===== config.mk =====
export PLATFORM = sky130hd
export DESIGN_NAME = tpu_result_reader
export DESIGN_NICKNAME = d
export VERILOG_FILES = /design/src/rtl/tpu_pkg.sv /design/src/rtl/tpu_mf_encode.sv /design/src/rtl/tpu_result_reader.sv
export SDC_FILE = /design/constraint.sdc
export NUM_CORES = 1
export LEC_CHECK = 0
export CORE_MARGIN = 3
export CORE_UTILIZATION = 54
export CTS_BUF_LIST = sky130_fd_sc_hd__clkbuf_2 sky130_fd_sc_hd__clkbuf_4 sky130_fd_sc_hd__clkbuf_8
export DETAILED_ROUTE_END_ITERATION = 8
export GPL_TIMING_DRIVEN = 0
export PLACE_DENSITY = 0.79
export SLEW_MARGIN = 20
export SYNTH_ARGS = -nofsm -noshare
export SYNTH_HDL_FRONTEND = slang
export SYNTH_SLANG_ARGS = --single-unit

===== constraint.sdc =====
create_clock -name clk -period 5.2 [get_ports clk]
set_clock_uncertainty 0.05 [all_clocks]
set_input_delay 1.04 -clock clk [delete_from_list [all_inputs] [get_ports clk]]
set_output_delay 1.04 -clock clk [all_outputs]
set_load 0.01 [all_outputs]

===== src/rtl/tpu_pkg.sv =====
// Shared definitions for the TPU accumulator readback path: minifloat layout,
// accumulator widths and the reader FSM state encoding.
package tpu_pkg;

    localparam int SIGN_BIT = 7;
    localparam int EXP_MSB  = 6;
    localparam int EXP_LSB  = 3;
    localparam int MAN_W    = 3;
    localparam int EXP_W    = EXP_MSB - EXP_LSB + 1;

    localparam int ACC_W  = 32;
    localparam int HALF_W = 16;

    // Largest magnitude representable: {1,111} * 2^14.
    localparam logic [ACC_W-1:0] MF_MAX_MAG = 32'd245760;

    typedef enum logic [2:0] {
        ST_IDLE,
        ST_SEL_LO,
        ST_SEL_HI,
        ST_NORM,
        ST_ENC,
        ST_DONE
    } rd_state_e;

endpackage


===== src/rtl/tpu_mf_encode.sv =====
// Magnitude+sign to 8-bit minifloat: leading-one detect, round-half-even, saturation.
// Latency: combinational.
// Backpressure: none; the caller registers the outputs.
module tpu_mf_encode
    import tpu_pkg::*;
(
    input  logic [ACC_W-1:0] mag,
    input  logic             sign,
    output logic [7:0]       result,
    output logic             overflow,
    output logic             underflow
);

    logic [4:0]         lead;
    logic [MAN_W-1:0]   man;
    logic [MAN_W:0]     man_r;
    logic [5:0]         exp_v;
    logic               guard;
    logic               sticky;
    logic [ACC_W-1:0]   mask;

    always_comb begin
        result    = '0;
        overflow  = 1'b0;
        underflow = 1'b0;
        lead      = '0;
        man       = '0;
        man_r     = '0;
        exp_v     = '0;
        guard     = 1'b0;
        sticky    = 1'b0;
        mask      = '0;

        for (int i = 0; i < ACC_W; i++) begin
            if (mag[i]) lead = 5'(i);
        end

        result[SIGN_BIT] = sign;
        if (mag < 32'd8) begin
            underflow = 1'b1;
        end else begin
            man = MAN_W'(mag >> (lead - 5'd3));
            // Bits below the kept mantissa only exist once the leading one is at bit 4+.
            if (lead >= 5'd4) begin
                guard  = mag[lead - 5'd4];
                mask   = (32'd1 << (lead - 5'd4)) - 32'd1;
                sticky = |(mag & mask);
            end
            man_r = {1'b0, man} + 4'(guard & (sticky | man[0]));
            exp_v = {1'b0, lead} - 6'd2 + 6'(man_r[MAN_W]);
            if (exp_v > 6'd15) begin
                overflow          = 1'b1;
                result[EXP_MSB:0] = '1;
            end else begin
                result[EXP_MSB:0] = {exp_v[EXP_W-1:0], man_r[MAN_W-1:0]};
            end
        end
    end

endmodule


===== src/rtl/tpu_result_reader.sv =====
// Reads the MAC accumulator as two 16-bit halves, reassembles it and encodes it to minifloat.
// Latency: 2*SETTLE_CYCLES+2 edges from accepted start to result_valid.
// Backpressure: result held in DONE until result_ready; start ignored while busy.
module tpu_result_reader
    import tpu_pkg::*;
#(
    parameter int SETTLE_CYCLES = 1
) (
    input  logic              clk,
    input  logic              reset,
    input  logic              start,
    input  logic [HALF_W-1:0] acc_half,
    output logic              out_HL,
    output logic              busy,
    output logic [ACC_W-1:0]  acc_word,
    output logic [7:0]        result,
    output logic              result_valid,
    input  logic              result_ready,
    output logic              overflow,
    output logic              underflow
);

    localparam int CNT_W = (SETTLE_CYCLES > 1) ? $clog2(SETTLE_CYCLES) : 1;
    localparam logic [CNT_W-1:0] CNT_LAST = CNT_W'(SETTLE_CYCLES - 1);

    rd_state_e          state_q, state_d;
    logic [CNT_W-1:0]   cnt_q, cnt_d;
    logic               out_hl_q, out_hl_d;
    logic [ACC_W-1:0]   acc_word_q, acc_word_d;
    logic               sign_q, sign_d;
    logic [ACC_W-1:0]   mag_q, mag_d;
    logic [7:0]         result_q, result_d;
    logic               ovf_q, ovf_d;
    logic               udf_q, udf_d;

    logic [7:0]         enc_result;
    logic               enc_ovf;
    logic               enc_udf;

    tpu_mf_encode u_enc (
        .mag       (mag_q),
        .sign      (sign_q),
        .result    (enc_result),
        .overflow  (enc_ovf),
        .underflow (enc_udf)
    );

    always_comb begin
        state_d    = state_q;
        cnt_d      = cnt_q;
        acc_word_d = acc_word_q;
        sign_d     = sign_q;
        mag_d      = mag_q;
        result_d   = result_q;
        ovf_d      = ovf_q;
        udf_d      = udf_q;

        case (state_q)
            ST_IDLE: begin
                if (start) begin
                    state_d  = ST_SEL_LO;
                    cnt_d    = '0;
                    result_d = '0;
                    ovf_d    = 1'b0;
                    udf_d    = 1'b0;
                end
            end
            ST_SEL_LO: begin
                if (cnt_q == CNT_LAST) begin
                    acc_word_d[HALF_W-1:0] = acc_half;
                    cnt_d                  = '0;
                    state_d                = ST_SEL_HI;
                end else begin
                    cnt_d = cnt_q + 1'b1;
                end
            end
            ST_SEL_HI: begin
                if (cnt_q == CNT_LAST) begin
                    acc_word_d[ACC_W-1:HALF_W] = acc_half;
                    cnt_d                      = '0;
                    state_d                    = ST_NORM;
                end else begin
                    cnt_d = cnt_q + 1'b1;
                end
            end
            ST_NORM: begin
                // Negating 0x80000000 yields itself, which is the correct unsigned magnitude.
                sign_d  = acc_word_q[ACC_W-1];
                mag_d   = acc_word_q[ACC_W-1] ? (~acc_word_q + 32'd1) : acc_word_q;
                state_d = ST_ENC;
            end
            ST_ENC: begin
                result_d = enc_result;
                ovf_d    = enc_ovf;
                udf_d    = enc_udf;
                state_d  = ST_DONE;
            end
            ST_DONE: begin
                if (result_ready) state_d = ST_IDLE;
            end
            default: state_d = ST_IDLE;
        endcase

        out_hl_d = (state_d == ST_SEL_HI);
    end

    always_ff @(posedge clk or posedge reset) begin
        if (reset) begin
            state_q    <= ST_IDLE;
            cnt_q      <= '0;
            out_hl_q   <= 1'b0;
            acc_word_q <= '0;
            sign_q     <= 1'b0;
            mag_q      <= '0;
            result_q   <= '0;
            ovf_q      <= 1'b0;
            udf_q      <= 1'b0;
        end else begin
            state_q    <= state_d;
            cnt_q      <= cnt_d;
            out_hl_q   <= out_hl_d;
            acc_word_q <= acc_word_d;
            sign_q     <= sign_d;
            mag_q      <= mag_d;
            result_q   <= result_d;
            ovf_q      <= ovf_d;
            udf_q      <= udf_d;
        end
    end

    assign out_HL       = out_hl_q;
    assign busy         = (state_q != ST_IDLE);
    assign result_valid = (state_q == ST_DONE);
    assign acc_word     = acc_word_q;
    assign result       = result_q;
    assign overflow     = ovf_q;
    assign underflow    = udf_q;

endmodule

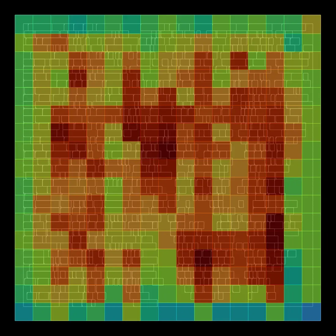
*Track usage over the die, run 1*
GR Layer Usage met2: 53.6%
met3 Usage GRT: 6.10%
met1 GRT Util: 40.8%
Avg WL per Cell: 23.6 µm
Most Used Layer, Global Route: met2

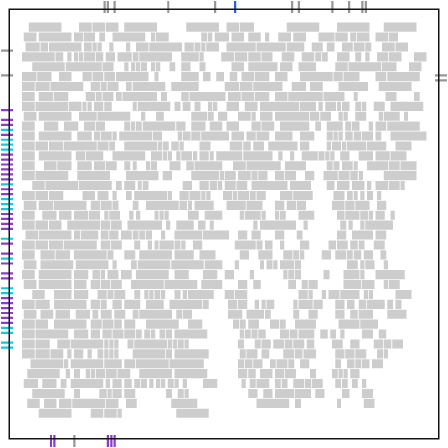
*I/O pins on the die edge, run 1*
Pins as bars across the die edge, other pins in gray.
color	port	pins	direction	edge
purple	`acc_word`	32	output	27 left, 5 bottom
blue	`underflow`	1	output	top
cyan	`acc_half`	16	input	left
all pins by edge	45 left, 12 top, 6 bottom, 2 right

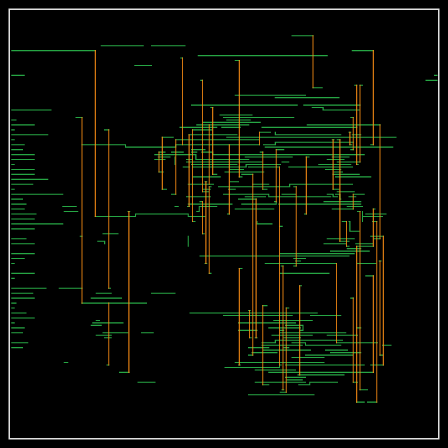
*Metal layers overlaid, run 1*
Two of the layers only.
color	layer	wire length
green	metal 3	2,030 µm
orange	metal 4	1,280 µm
via count: 6,710
GR Util All Layers: 32.9%
final wirelength: 23,600 µm

==> out/results.ini, run 1 <==
[route]
met1Wirelength_um = 9030
via_per_inst = 6.70
first_pass_iters = 5
drt_iter0_markers = 725
route.met2.wl_um = 11300
post-route-drc-count = 0
highest_layer = met4

[die]
die_area_um2 = 13800
dieWidth_um = 118
io_pins = 65
initCoreUtil_pct = 55.5
core_um2 = 12100

[worst_setup_path]
critical_path.slowest_cell = or4b_4
r2r_cells = 18
worstReg2RegStart = mag_q[2]
required_ns = 5.41
crit_family = simple AND/OR/NAND/NOR gates
path_class = flip-flop to flip-flop
r2r_slack_ns = 0.13
max_stage_delay_ns = 0.56
timing.rr.end = result[0]
crit_path_end = result[0]
startpoint = mag_q[2]
critical_path_buf_inv_count = 3
worstSetupEndpointType = flip-flop
cp_cell_sequence = or2b_1 > a221oi_1 > o21ai_2 > a211oi_4 > inv_4 > buf_6 > buf_2 > ha_1 > or4_4 > o21ai_4 > o211ai_1 > and3_4 > or4b_4 > nor2_4 > mux2i_1 > o22ai_1 > nor4_4 > o21ai_1

[synthesis]
synth_cell_types = 93
synth_xor_xnor_area_share_pct = 5.99
ys_area_um2 = 6720
simple_gate_share_pct = 17.7
flop_cell = dfrtp_1
logic_family = AND-OR/OR-AND gates
ys_sh_mux_pct = 14.8
syn-cell-area_um2 = 6720
ys_seq_share_pct = 29.4
ys_cells = 732
top_area_cell = dfrtp_1
ys_warn_count = 0
yosys.area.top_type_share_pct = 29.4
area_leaders = dfrtp_1 (29%), mux2_2 (5.4%), mux2i_1 (5.2%), o21ai_0 (4.8%), nand2_1 (4.7%)

[outcome]
status = finished, final reports clean

[timing]
layout_min_cycle_time_ns = 5.07
maxSlewViolCount = 0
timing.final.ws_setup_ns = 0.126
fin_crit_sh_pct = 97.6
slew_headroom_pct = 38.6

[grt]
grt_pass1_vias = 6674
grt_pass1_wl_um = 36100
overflow = 0

[cts]
htreeDepth = 3
cts_buffers = 9
cts_resized = 48
cts_tree = built
cts-root-buf = clkbuf_8
clkTransAtPathRegs_ns = 0.08
cts_num_sinks = 79
holdBufCountCts = 0

[hold_path]
min_from = overflow
hp-class = flip-flop to flip-flop
whs_endpoint = overflow
hold_path_depth = 1

[placement]
pre_cts_slack_ns = -1.55
place_hpwl_um = 16800
gp_congestion = 0.963

[layout]
area_growth_pct = 24.3
layout.nets = 869

[flow_run]
warnings = 35

run 1: cells in the mapped netlist (all sizes together) (7+ instances only):
library cell	n
a2111oi	10
a211oi	8
a21oi	20
buf	27
clkbuf	32
dfrtp	79
ha	18
inv	27
mux2	33
mux2i	36
mux4	11
nand2	85
nand3	13
nor2	29
nor2b	7
nor3	10
nor4	16
o211ai	7
o21ai	72
o31ai	15
or4	16
xnor2	16
xor2	27
run 1: layout by cell type, fill, tap and decap left out, drive strengths merged, types with 18 or more instances in the layout:
| master | n |
|---|---|
| o21ai | 72 |
| a21oi | 20 |
| nand2 | 85 |
| clkdlybuf4s50 | 64 |
| buf | 58 |
| ha | 18 |
| mux2i | 36 |
| clkbuf | 34 |
| mux2 | 33 |
| inv | 27 |
| dfrtp | 79 |
| nor2 | 29 |
| xor2 | 27 |
run 1: area by class of cell:
type	count	area, µm²
Buffer	54	414
Clock buffer	9	124
Clock inverter	4	50.0
Fill cell	963	3750
Inverter	27	119
Multi-Input combinational cell	567	4580
Sequential cell	79	1980
Tap cell	168	210
Timing Repair Buffer	93	876
run 1: per-stage QoR:
| stage | util [%] | hold slack (ns) |
|---|---|---|
| global route | 69.0 | 0.486 |
| global placement | 62.5 | 0.409 |
| detailed placement | 62.8 | 0.420 |
| finish | 69.0 | 0.441 |
| floorplan | - | 0.430 |
| CTS | 66.7 | 0.443 |
run 1: layer usage:
metal / track usage, % / vias to the layer above
met4: 19.7 / 0
met2: 53.6 / 434
met5: 0 / -
li1: - / 2952
met1: 40.8 / 3205
met3: 6.10 / 119
run 1: registers in the layout, summed over array words and instances, names as in the netlist:
name,count
state_q,3
result,8
acc_word,32
out_HL,1
mag_q,32
sign_q,1
underflow,1
overflow,1
==> inputs of run 2 (changes only) <==
CAP_MARGIN = 20   (was not set)
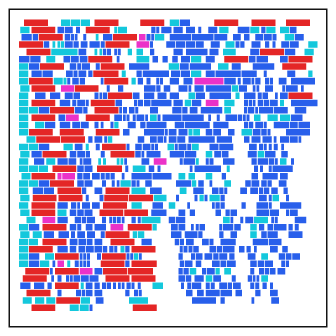
*Placed cells, one color a class, run 2*
color	class	cells
magenta	clock drivers and dummy loads	13
cyan	remaining buffers and delay cells	147
red	sequential cells	79
blue	combinational and other logic	594
Post-Layout Inst Area: 8360 µm²
Final Util: 69.0%
Seq/total area: 23.7%
Site Rows: 40
Core ar.: 12,100 µm²

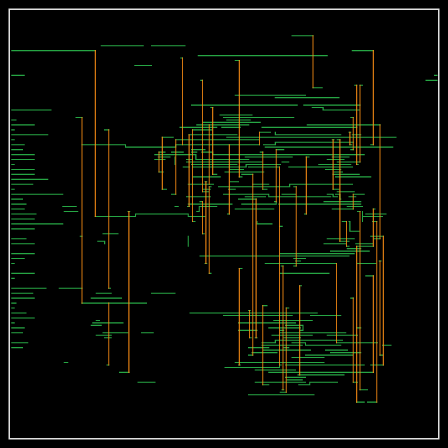
*Metal layers overlaid, run 2*
Two of the layers only.
color	layer	wire length
green	metal 3	2,030 µm
orange	metal 4	1,280 µm

==> run 2 against run 1 <==
Count of clock-buffer cells in the layout unchanged. Sequential cell count unchanged. Area after synthesis unchanged. First-iteration DRC count unchanged. Via count unchanged. Setup slack unchanged. Critical path type unchanged. Highest routed layer unchanged.
==> out/results.ini, run 2 <==
[cts]
cts_resized = 48  ; unchanged
cts_tree = built  ; unchanged
clkTransAtPathRegs_ns = 0.08  ; about the same
holdBufCountCts = 0  ; unchanged
cts_num_sinks = 79  ; unchanged
cts-root-buf = clkbuf_8  ; unchanged

[hold_path]
hp-class = flip-flop to flip-flop  ; unchanged

[synthesis]
ys_warn_count = 0  ; unchanged
top_cells_by_count = nand2_1 (85), dfrtp_1 (79), o21ai_0 (64)  ; unchanged
yosysMostFrequentCell = nand2_1  ; unchanged
top_area_cell = dfrtp_1  ; unchanged
logic_family = AND-OR/OR-AND gates  ; unchanged
flop_cell = dfrtp_1  ; unchanged
simple_gate_share_pct = 17.7  ; unchanged
ys_cells = 732  ; unchanged
ys_sh_mux_pct = 14.8  ; unchanged
synth_cell_types = 93  ; unchanged
synth_xor_xnor_area_share_pct = 5.99  ; unchanged
yosys.area.top_type_share_pct = 29.4  ; unchanged
area_leaders = dfrtp_1 (29%), mux2_2 (5.4%), mux2i_1 (5.2%), o21ai_0 (4.8%), nand2_1 (4.7%)  ; unchanged

[placement]
dp.cells = 965  ; unchanged
pre_cts_slack_ns = -1.55  ; unchanged
gp_congestion = 0.963  ; unchanged
place_hpwl_um = 16800  ; unchanged
io_buffer_count = 64  ; unchanged

[worst_setup_path]
worstSetupEndpointType = flip-flop  ; unchanged
crit_family = simple AND/OR/NAND/NOR gates  ; unchanged
critical_path_buf_inv_count = 3  ; unchanged
max_stage_delay_ns = 0.56  ; about the same
path_class = flip-flop to flip-flop  ; unchanged
required_ns = 5.41  ; about the same
cp_cell_sequence = or2b_1 > a221oi_1 > o21ai_2 > a211oi_4 > inv_4 > buf_6 > buf_2 > ha_1 > or4_4 > o21ai_4 > o211ai_1 > and3_4 > or4b_4 > nor2_4 > mux2i_1 > o22ai_1 > nor4_4 > o21ai_1  ; unchanged

[timing]
layout_min_cycle_time_ns = 5.07  ; unchanged
slew_headroom_pct = 38.6  ; unchanged
holdWs_ns = 0.441  ; unchanged
timing.final.ws_setup_ns = 0.126  ; unchanged
maxSlewViolCount = 0  ; unchanged

[die]
io_pins = 65  ; unchanged
initCoreUtil_pct = 55.5  ; unchanged
dieWidth_um = 118  ; unchanged

[route]
vias = 6710  ; unchanged
wire_per_inst_um = 23.6  ; unchanged
drt_iter0_markers = 725  ; unchanged
wl_um = 23600  ; unchanged
first_pass_iters = 5  ; unchanged
post-route-drc-count = 0  ; unchanged

[layout]
final-comb-area_um2 = 4580  ; unchanged
seq_area_um2 = 1980  ; unchanged
layout.nets = 869  ; unchanged
lay_top_count = nand2_1  ; unchanged
nFillCells = 963  ; unchanged
final_cell_mix = nand2_1 (84), dfrtp_1 (75), clkdlybuf4s50_1 (64)  ; unchanged

[flow_run]
warnings = 35  ; unchanged

[grt]
grt_pass1_vias = 6674  ; unchanged
grt_usage_pct = 32.9  ; unchanged
grt_pass1_wl_um = 36100  ; unchanged

[outcome]
status = finished, final reports clean  ; unchanged

run 2: cell counts after synthesis:
No cell type changed its count.
run 2: final timing paths:
path	end	slack, ns	from	cells after the start
worst max register to register	result[0]	0.13	mag_q[2]	18
worst min register to register	overflow	0.44	overflow	1
min in group asynchronous	result[1]	0.94	reset	2
worst max-delay path	result[0]	0.13	mag_q[2]	18
worst min-delay path	overflow	0.44	overflow	1
max in group asynchronous	mag_q[4]	3.58	reset	3
run 2: kinds of logic after synthesis:
group	Yosys count
compound gates	202
xor+xnor	43
fa+ha+maj	18
buf+inv	86
flops	79
mux	80
simple gates	224
run 2: worst reg2reg max path: stages, from the launching register on:
cell	delay [ns]
dfrtp_2	0.52
or2b_1	0.26
a221oi_1	0.33
o21ai_2	0.18
a211oi_4	0.40
inv_4	0.10
buf_6	0.18
buf_2	0.21
ha_1	0.25
or4_4	0.55
o21ai_4	0.19
o211ai_1	0.14
and3_4	0.25
or4b_4	0.56
nor2_4	0.14
mux2i_1	0.19
o22ai_1	0.14
nor4_4	0.23
o21ai_1	0.09
run 2: per-layer routing:
layer  global-route usage (%)  vias to the layer above  part of all wire (%)
met5                        0                        -                     0
met4                     19.7                        0                   5.4
met3                     6.10                      119                   8.6
met2                     53.6                      434                    48
met1                     40.8                     3205                    38
li1                         -                     2952                     -
run 2: area by class of cell:
cell class / count / share of cell area [%]
repair buffers: 93 / 10.5
well taps: 168 / 2.51
plain buffers: 54 / 4.96
multi-input cells: 567 / 54.8
clock buffers: 9 / 1.48
flip-flops and latches: 79 / 23.7
clock inverters: 4 / 0.599
inverters: 27 / 1.42
